==> src/rtl/bin_to_bcd_seq.sv <==
// Sequential 14-bit binary to 4-digit packed BCD converter (double dabble).
// A conversion takes one capture cycle in IDLE, 14 shift iterations and one
// DONE cycle. Operands above 9999 saturate to 9999 and raise overflow.
module bin_to_bcd_seq (
  input  logic        clk,
  input  logic        rst,
  input  logic        start,
  input  logic [13:0] bin_in,
  output logic        ready,
  output logic        valid,
  output logic [15:0] bcd_out,
  output logic        overflow
);

  localparam int          BIN_W     = 14;
  localparam int          BCD_W     = 16;
  localparam logic [3:0]  LAST_ITER = 4'd13;
  localparam logic [13:0] MAX_LEGAL = 14'd9999;

  typedef enum logic [1:0] {
    IDLE  = 2'd0,
    SHIFT = 2'd1,
    DONE  = 2'd2
  } state_t;

  state_t             state_q, state_d;
  logic [BIN_W-1:0]   operand_q, operand_d;
  logic [BCD_W-1:0]   scratch_q, scratch_d;
  logic [3:0]         cnt_q, cnt_d;
  logic               ready_q, ready_d;
  logic               valid_q, valid_d;
  logic [BCD_W-1:0]   bcd_q, bcd_d;
  logic               ovf_q, ovf_d;
  logic [BCD_W+BIN_W-1:0] shifted;

  // Pre-shift correction: every digit of 5 or more gets +3 so that the
  // following left shift carries correctly into the next decimal digit.
  function automatic logic [15:0] bcd_adjust(input logic [15:0] s);
    logic [15:0] r;
    r = s;
    for (int i = 0; i < 4; i++) begin
      if (s[i*4 +: 4] >= 4'd5) begin
        r[i*4 +: 4] = s[i*4 +: 4] + 4'd3;
      end
    end
    return r;
  endfunction

  // Saturated result for operands that cannot be shown in four digits.
  function automatic logic [15:0] bcd_saturate();
    return 16'h9999;
  endfunction

  // One double-dabble iteration on the joined {scratch, operand} register.
  always_comb begin
    shifted = {bcd_adjust(scratch_q), operand_q} << 1;
  end

  // Next-state and next-output logic for the converter FSM.
  always_comb begin
    state_d   = state_q;
    operand_d = operand_q;
    scratch_d = scratch_q;
    cnt_d     = cnt_q;
    ready_d   = ready_q;
    valid_d   = 1'b0;
    bcd_d     = bcd_q;
    ovf_d     = ovf_q;
    unique case (state_q)
      IDLE: begin
        if (start) begin
          operand_d = bin_in;
          scratch_d = '0;
          cnt_d     = '0;
          ready_d   = 1'b0;
          state_d   = SHIFT;
        end
      end
      SHIFT: begin
        // The first SHIFT cycle screens the captured operand: an illegal
        // value skips the iterations and saturates, so its valid pulse
        // lands one clock after the capture edge.
        if (cnt_q == 4'd0 && operand_q > MAX_LEGAL) begin
          bcd_d   = bcd_saturate();
          ovf_d   = 1'b1;
          valid_d = 1'b1;
          state_d = DONE;
        end else begin
          scratch_d = shifted[BCD_W+BIN_W-1:BIN_W];
          operand_d = shifted[BIN_W-1:0];
          cnt_d     = cnt_q + 4'd1;
          if (cnt_q == LAST_ITER) begin
            bcd_d   = shifted[BCD_W+BIN_W-1:BIN_W];
            ovf_d   = 1'b0;
            valid_d = 1'b1;
            state_d = DONE;
          end
        end
      end
      DONE: begin
        ready_d = 1'b1;
        state_d = IDLE;
      end
      default: begin
        ready_d = 1'b1;
        state_d = IDLE;
      end
    endcase
  end

  // State and registered outputs; reset wins over everything in flight.
  always_ff @(posedge clk) begin
    if (rst) begin
      state_q   <= IDLE;
      operand_q <= '0;
      scratch_q <= '0;
      cnt_q     <= '0;
      ready_q   <= 1'b1;
      valid_q   <= 1'b0;
      bcd_q     <= '0;
      ovf_q     <= 1'b0;
    end else begin
      state_q   <= state_d;
      operand_q <= operand_d;
      scratch_q <= scratch_d;
      cnt_q     <= cnt_d;
      ready_q   <= ready_d;
      valid_q   <= valid_d;
      bcd_q     <= bcd_d;
      ovf_q     <= ovf_d;
    end
  end

  assign ready    = ready_q;
  assign valid    = valid_q;
  assign bcd_out  = bcd_q;
  assign overflow = ovf_q;

endmodule

==> config.mk <==
export PLATFORM = sky130hd
export DESIGN_NAME = bin_to_bcd_seq
export DESIGN_NICKNAME = d
export VERILOG_FILES = /design/src/rtl/bin_to_bcd_seq.sv
export SDC_FILE = /design/constraint.sdc
export NUM_CORES = 1
export LEC_CHECK = 0
export CELL_PAD_IN_SITES_DETAIL_PLACEMENT = 1
export CELL_PAD_IN_SITES_GLOBAL_PLACEMENT = 1
export CORE_ASPECT_RATIO = 1.2
export CORE_MARGIN = 5
export CORE_UTILIZATION = 50
export CTS_CLUSTER_SIZE = 28
export DETAILED_ROUTE_END_ITERATION = 12
export DONT_BUFFER_PORTS = 1
export HOLD_SLACK_MARGIN = 0.05
export PLACE_DENSITY = 0.83
export SETUP_SLACK_MARGIN = 0.05
export SLEW_MARGIN = 20
export SYNTH_ARGS = -nofsm -noshare
export SYNTH_HDL_FRONTEND = slang
export SYNTH_SLANG_ARGS = --single-unit
export TNS_END_PERCENT = 30
==> constraint.sdc <==
create_clock -name clk -period 3.1 [get_ports clk]
set_clock_uncertainty 0.05 [all_clocks]
set_input_delay 0.31 -clock clk [delete_from_list [all_inputs] [get_ports clk]]
set_output_delay 0.31 -clock clk [all_outputs]
set_load 0.02 [all_outputs]
Fig. 1: run 1, sequential cells grouped by signal name
Other sequential cells in the stronger grey, the rest of the logic in the fainter grey.
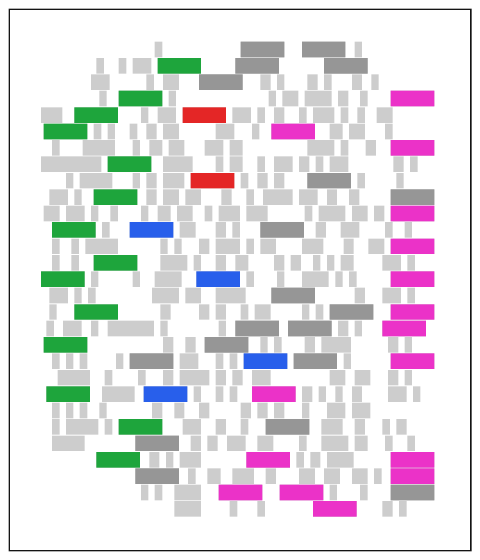
magenta -> bcd_out  # placed flops 16
green -> operand_q  # placed flops 14
red -> state_q  # placed flops 2
blue -> cnt_q  # placed flops 4, where centre
not coloured = 19

Fig. 2: run 1, gate-type map
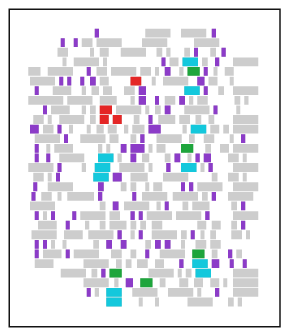
cyan -> fa/ha/maj cells  # cells 11
red -> non-inverting ao/oa cells  # cells 4
purple -> nand cells  # cells 86
green -> mux cells  # cells 5
most frequent logic cell in the layout: nand2_1
fin cells: 376
combinational share of cell area: 50.1%

Fig. 3: run 1, the metal 3 layer
The bar under the picture is 20 µm long.
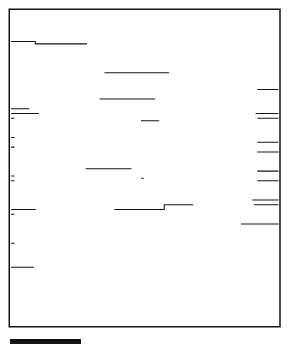
longest straight run = 17.9 µm
nets with wire on the layer = 24
share of all routed wire = 3.1%
Post-Route WL: 6.26 mm
met3 Use GR: 3.63%

Fig. 4: run 1, routing congestion
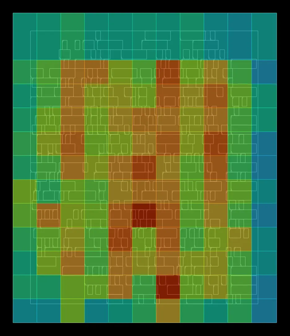
GRT busiest layer: met2
final core utilization: 53.4%
total global-route track usage: 19.0%
post-DR wirelength/cell: 16.6 µm

==> run 1: power by group <==
part           total (W)  switching, W  leakage, nW  internal, W
logic           0.000233      0.000155        0.535    0.0000776
clock network   0.000406      0.000244       0.0443     0.000162
registers       0.000781     0.0000377        0.447     0.000743
==> run 1: stage by stage <==
step	area, µm²	cells	hold WS (ns)
final	2770	376	0.0947
after global routing	2770	376	0.107
after CTS	2770	376	0.0941
after detailed placement	2640	366	0.335
after global placement	2640	366	0.335
after floorplan	2630	319	0.382
==> run 1: flip-flops by register name, summed over array words and instances (netlist names) <==
signal,flops
bcd_out,16
scratch_q,16
operand_q,14
cnt_q,4
state_q,2
overflow,1
ready,1
valid,1
==> results.toml, run 1 <==
# implementation run metrics
[sta]
fin_crit_ns = 2.18
finalSetupViolations = 0
worst_pin_slew_ns = 0.763
setup_ws_ns = 0.923
fin_crit_sh_pct = 70.2
timing.fmax_mhz = 459
rsz0062_at_grt = "false"
setup-tns-final_ns = 0

[cells_and_area]
drive_above_1_share_pct = 7.96
n_antenna_cell = 0
dominant_cells = "multi-input combinational cells"
final_cell_mix = "nand2_1, dfxtp_1, nor2_1, a21oi_1, nand3_1"
logic_gate_count = 234
areaGrowthSynthToFinish_pct = 5.18
non_clock_buffer_count = 6
flop_area_um2 = 1100
buf_share_pct = 2.44
nFillCells = 633
comb_area_um2 = 1390

[global_routing]
antenna_found_initial = 0
grt_overflow_total = 0
grt_pass1_vias = 2295
grt_max_degree = 55
use_met1_pct = 21.4

[hold_path]
min_from = "bin_in[0]"
whs_endpoint = "operand_q[0]"
hold_depth = 2

[route]
first_pass_iters = 4
met3WireLength_um = 191
wl_met2_mm = 3.40
num_vias = 2206
avgViaCountPerCell = 5.87
ant_nets = 0
first_iter_violations = 90

[critical_path]
crit_arrival_ns = 2.35
reg2reg_setup_slack_ns = 0.92
crit_buf_inv = 2
startpoint = "cnt_q[0]"
crit_family = "buffers and inverters"
path_class = "reg -> reg"
crit_path_max_fanout = 43
rr_worst_depth = 8
crit_cells = 8

[floorplanning]
tap_cells = 62
fp_util_pct = 50.7
die_area_um2 = 6820
core_um2 = 5190
placementRows = 29

[synthesis]
avgSynthCellArea_um2 = 8.25
postSynth.asyncResetShare_pct = 0
top_cell_area_share_pct = 41.8
ys_seq_share_pct = 41.8
ys_types = 39
xor_area_share_pct = 2.33
post-synth-top-count-cell = "nand2_1"
mux_area_share_pct = 1.90
fp_nets = 347
synth-edff-count = 0
ys_chip_area_um2 = 2630
synth_top_cell_by_area = "dfxtp_1"
fa_ha_area_share_pct = 5.23
synthFlopType = "dfxtp_1"
synth.top_cells.by_area = "dfxtp_1, nand2_1, a21oi_1"
synthTopLogicFamily = "simple AND/OR/NAND/NOR gates"
synthCells = 319

[outcome]
status = "complete, no violations"

[clock_tree]
htree_levels = 2
cts_buffer_depth = 2
cts_sinks = 55
cts-resized-gates = 0
cts_tree = "done"
root_buffer = "clkbuf_8"
hold_buffers = 2
path_clk_slew_ns = 0.10

[placement]
hpwl_mm = 4.41
gp_congestion = 0.778
numPortBuffers = 0

[power_and_ir_drop]
power.leakage_nw = 1.03
finalPower_w = 0.00142

[flow_run]
drv_cap = 0
Fig. 5: run 1, M2 wires
Cells faint in the background.
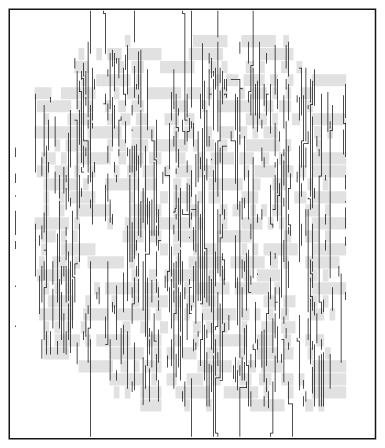

==> run 1 -> run 2 <==
CORE_UTILIZATION = 47   (was 50)
PLACE_DENSITY = 0.79   (was 0.83)
clock period = 2.1 ns   (was 3.1 ns; I/O delays follow)
Fig. 6: run 2, M2 wires
Cells faint in the background.
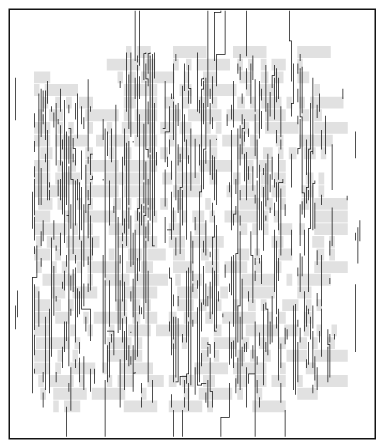
nets with wire on the layer = 306
longest straight run = 42.8 µm
wire length on this layer = 3540 µm

==> run 2 against run 1 <==
Compared with the run above: final area grew 7.9%; core utilization grew 2.3 points; final cell count rose by 5.3%; clock power increased by 61%; routed wire length is 5.2% higher; sequential power rose by 49%; die area up 5.6%; critical path depth is the same; worst setup slack worse by 0.78 ns; count of clock-buffer cells in the layout rose by 2; non-clock buffer count grew 20; combinational power grew 76%; critical path type unchanged; largest power group unchanged.
==> results.toml, run 2 <==
# implementation run metrics
[clock_tree]
cts_sinks = 55
cts_buffer_depth = 2
cts_tree = "done"
clk_latency_ns = 0.31
htree_levels = 2
root_buffer = "clkbuf_8"
path_clk_slew_ns = 0.10

[critical_path]
path_cells = "inv_1 > ha_1 > nand4bb_1 > o2bb2ai_1 > or2_4 > buf_12 > nor2_1 > a311oi_2"
crit_arrival_ns = 2.13
crit_path_max_fanout = 28
startpoint = "cnt_q[0]"
reg2reg_setup_slack_ns = 0.15
crit_cells = 8
cp_slowest_cell = "dfxtp_1"
rr_worst_depth = 8
max_stage_delay_ns = 0.39
r2r-end = "operand_q[7]"
crit_buf_inv = 2
path_class = "reg -> reg"
crit_family = "simple AND/OR/NAND/NOR gates"

[route]
top_layer = "met4"
avgViaCountPerCell = 5.69
num_vias = 2253
met3WireLength_um = 182
wl_met2_mm = 3.54
wl_per_cell_um = 16.6
ant_nets = 0
first_pass_iters = 4
first_iter_violations = 71
wl_mm = 6.59

[global_routing]
antenna_found_initial = 0
grt_pass1_wl_mm = 11.1
grt_overflow_total = 0
grt_max_degree = 57
use_met2_pct = 36.4
grt_usage_pct = 19.1
top_usage_layer = "met2"
grt_pass1_vias = 2278
use_met1_pct = 21.5
gr-usage-met3_pct = 3.63

[power_and_ir_drop]
p_sw_w = 0.000660
maxPowerGroup = "sequential cells"
power.leakage_nw = 1.13
switching_share_pct = 29.8
ir_drop_v = 0.000354
p_seq_w = 0.00116
p_per_area_nw_per_um2 = 743
p_clk_share_pct = 29.5
clk-power_w = 0.000654
power_frac_seq_pct = 52.1
power_frac_comb_pct = 18.5
intPower_w = 0.00156
comb_power_w = 0.000410
finalPower_w = 0.00222

[placement]
place_inst = 373
gp_congestion = 0.785
hpwl_mm = 4.39
numPortBuffers = 0
dpl_cell_area_um2 = 2700

[synthesis]
syn_area_um2 = 2630
post-synth-top-count-cell = "nand2_1"
synth_top_cell_by_area = "dfxtp_1"
synth.top_cells.by_area = "dfxtp_1, nand2_1, a21oi_1"
ys_seq_share_pct = 41.8
ys_chip_area_um2 = 2630
ys_types = 39
top_cell_area_share_pct = 41.8
synth_flops = 55
postSynth.asyncResetShare_pct = 0
fp_nets = 347
synthFlopType = "dfxtp_1"
synth-edff-count = 0
synthCells = 319
avgSynthCellArea_um2 = 8.25

[cells_and_area]
areaGrowthSynthToFinish_pct = 13.5
final_common_cell = "nand2_1"
non_clock_buffer_count = 26
flop_area_um2 = 1100
logic_gate_count = 234
final_util_pct = 55.6
drive_above_1_share_pct = 9.88
fin_area_um2 = 2990
nFillCells = 641
final_cell_mix = "nand2_1, dfxtp_1, nor2_1, a21oi_1, dlygate4sd3_1"
buf_share_pct = 8.92
sh_seq_area_pct = 36.9
clk_share_pct = 3.48
comb_area_um2 = 1400
n_antenna_cell = 0
dominant_cells = "multi-input combinational cells"
seq_cell_count = 55
comb_share_pct = 46.8
instances_no_fill = 396

[floorplanning]
fp_util_pct = 49.0
core_um2 = 5370
tap_cells = 62
placementRows = 29
die_area_um2 = 7200

[sta]
worst_pin_slew_ns = 0.498
fin_crit_sh_pct = 93.1
fin_hold_ws_ns = 0.155
finalSetupViolations = 0
hold_viol_final = 0
timing.fmax_mhz = 512
setup_ws_ns = 0.145
rsz0062_at_grt = "true"
setup-tns-final_ns = 0
fin_crit_ns = 1.95

[outcome]
status = "complete, no violations"

[hold_path]
whs_endpoint = "ready"
hold_depth = 2
min_from = "start"

[flow_run]
drv_cap = 0
run 2: cell counts after synthesis:
Identical to the previous run, type by type.
run 2: kinds of logic (layout without fill, tap and decap cells):
| family | Yosys count | in the layout | synth area share, % |
|---|---|---|---|
| simple gates | 138 | 138 | 23.1 |
| compound gates | 73 | 73 | 20.0 |
| flops | 55 | 55 | 41.8 |
| buf+inv | 30 | 45 | 5.56 |
| fa+ha+maj | 11 | 11 | 5.23 |
| xor+xnor | 7 | 7 | 2.33 |
| mux | 5 | 5 | 1.90 |
run 2: timing repair:
| item | 4_1_cts | 5_1_grt |
|---|---|---|
| gates resized | 0 | 3 |
| hold endpoints to repair | 55 | 0 |
| endpoints found under the setup margin | 0 | 22 |
| setup buffers | 0 | 0 |
| hold buffers | 15 | 0 |
Fig. 7: run 2, gate-type map
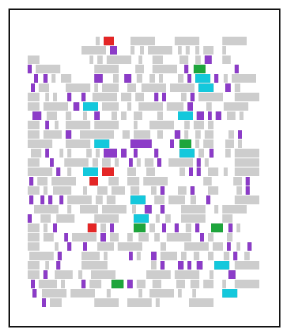

==> run 2 -> run 3 <==
GPL_TIMING_DRIVEN = 0   (was unset)
PLACE_DENSITY = 0.81   (was 0.79)
Fig. 8: run 3, gate-type map
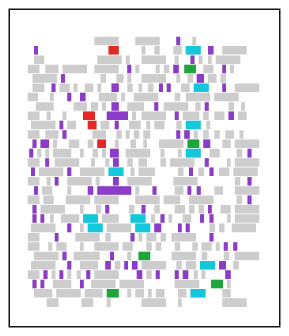
red -> non-inverting ao/oa cells  # cells 4
cyan -> fa/ha/maj cells  # cells 11
purple -> nand cells  # cells 86, where widely spread
green -> mux cells  # cells 5

==> run 3 against run 2 <==
Compared with the run above: sequential cell count unchanged; largest cell class unchanged; clock power down 11%; critical path depth unchanged; via count up 2.3%; area after synthesis unchanged; sequential power about the same; worst setup slack better by 0.0065 ns.
==> results.toml, run 3 <==
# implementation run metrics
[critical_path]
crit_cells = 8
crit_arrival_ns = 2.12
crit_path_max_fanout = 10
startpoint = "cnt_q[0]"
path_class = "reg -> reg"
r2r-end = "operand_q[7]"
rr_worst_depth = 8
path_cells = "inv_1 > ha_1 > nand4bb_4 > o2bb2ai_2 > or2_1 > buf_6 > buf_4 > a311oi_2"
reg2reg_setup_slack_ns = 0.15
crit_family = "buffers and inverters"
cp_slowest_cell = "dfxtp_1"
max_stage_delay_ns = 0.36

[cells_and_area]
n_antenna_cell = 0
final_cell_mix = "nand2_1, dfxtp_1, nor2_1, a21oi_1, nand3_1"
final_common_cell = "nand2_1"
instances_no_fill = 401
fin_area_um2 = 2950
drive_above_1_share_pct = 8.55
final_util_pct = 55.0

[clock_tree]
root_buffer = "clkbuf_8"
cts-resized-gates = 1
htree_levels = 2
cts_sinks = 55
cts_tree = "done"
path_clk_slew_ns = 0.10
post-cts-setup-buffers = 0
hold_buffers = 11

[route]
first_pass_iters = 4
top_layer = "met4"
first_iter_violations = 101
wl_met2_mm = 3.67
met3WireLength_um = 260
num_vias = 2304
ant_nets = 0
wl_mm = 7.11
avgViaCountPerCell = 5.75
wl_per_cell_um = 17.7

[synthesis]
synthFlopType = "dfxtp_1"
synth.top_cells.by_area = "dfxtp_1, nand2_1, a21oi_1"
top_cell_area_share_pct = 41.8
avgSynthCellArea_um2 = 8.25
synth-edff-count = 0
fp_nets = 347
synthCells = 319
synth_top_cell_by_area = "dfxtp_1"
post-synth-top-count-cell = "nand2_1"
syn_area_um2 = 2630

[placement]
dpl_cell_area_um2 = 2710
gp_congestion = 0.866

[sta]
finalSetupViolations = 0
setup_ws_ns = 0.152
worst_pin_slew_ns = 0.784
hold_viol_final = 0
timing.fmax_mhz = 513
fin_crit_ns = 1.95
setup-tns-final_ns = 0

[power_and_ir_drop]
clk-power_w = 0.000584
finalPower_w = 0.00218
power_frac_comb_pct = 20.1
intPower_w = 0.00149
maxPowerGroup = "sequential cells"
p_seq_w = 0.00116
comb_power_w = 0.000437
ir_drop_v = 0.000401
power.leakage_nw = 1.10
switching_share_pct = 31.4
p_per_area_nw_per_um2 = 737

[floorplanning]
fp_util_pct = 49.0
core_um2 = 5370
placementRows = 29
die_area_um2 = 7200

[hold_path]
hold_depth = 2
min_from = "bin_in[12]"
whs_endpoint = "operand_q[12]"

[global_routing]
grt_pass1_wl_mm = 11.6
top_usage_layer = "met2"
grt_pass1_vias = 2406
grt_max_degree = 17
gr-usage-met3_pct = 4.51
grt_overflow_total = 0
use_met2_pct = 36.3
use_met1_pct = 23.1

[flow_run]
drv_cap = 0

[outcome]
status = "complete, no violations"
run 3: cell counts after synthesis:
No cell type changed its count.
run 3: logic make-up after synthesis:
logic type      Yosys count  synth area share [%]
mux                       5                  1.90
fa+ha+maj                11                  5.23
xor+xnor                  7                  2.33
compound gates           73                  20.0
simple gates            138                  23.1
buf+inv                  30                  5.56
flops                    55                  41.8
run 3: cell type report:
cell class              instances  area, µm²
multi-input cells             234       1420
plain buffers                  19        109
repair buffers                 12        120
flip-flops and latches         55       1100
fillers                       667       2420
inverters                      11       41.3
clock buffers                   6       72.6
clock inverters                 2       12.5
well taps                      62       77.6
No activity file was given, so power comes from the tool's default toggle rates.
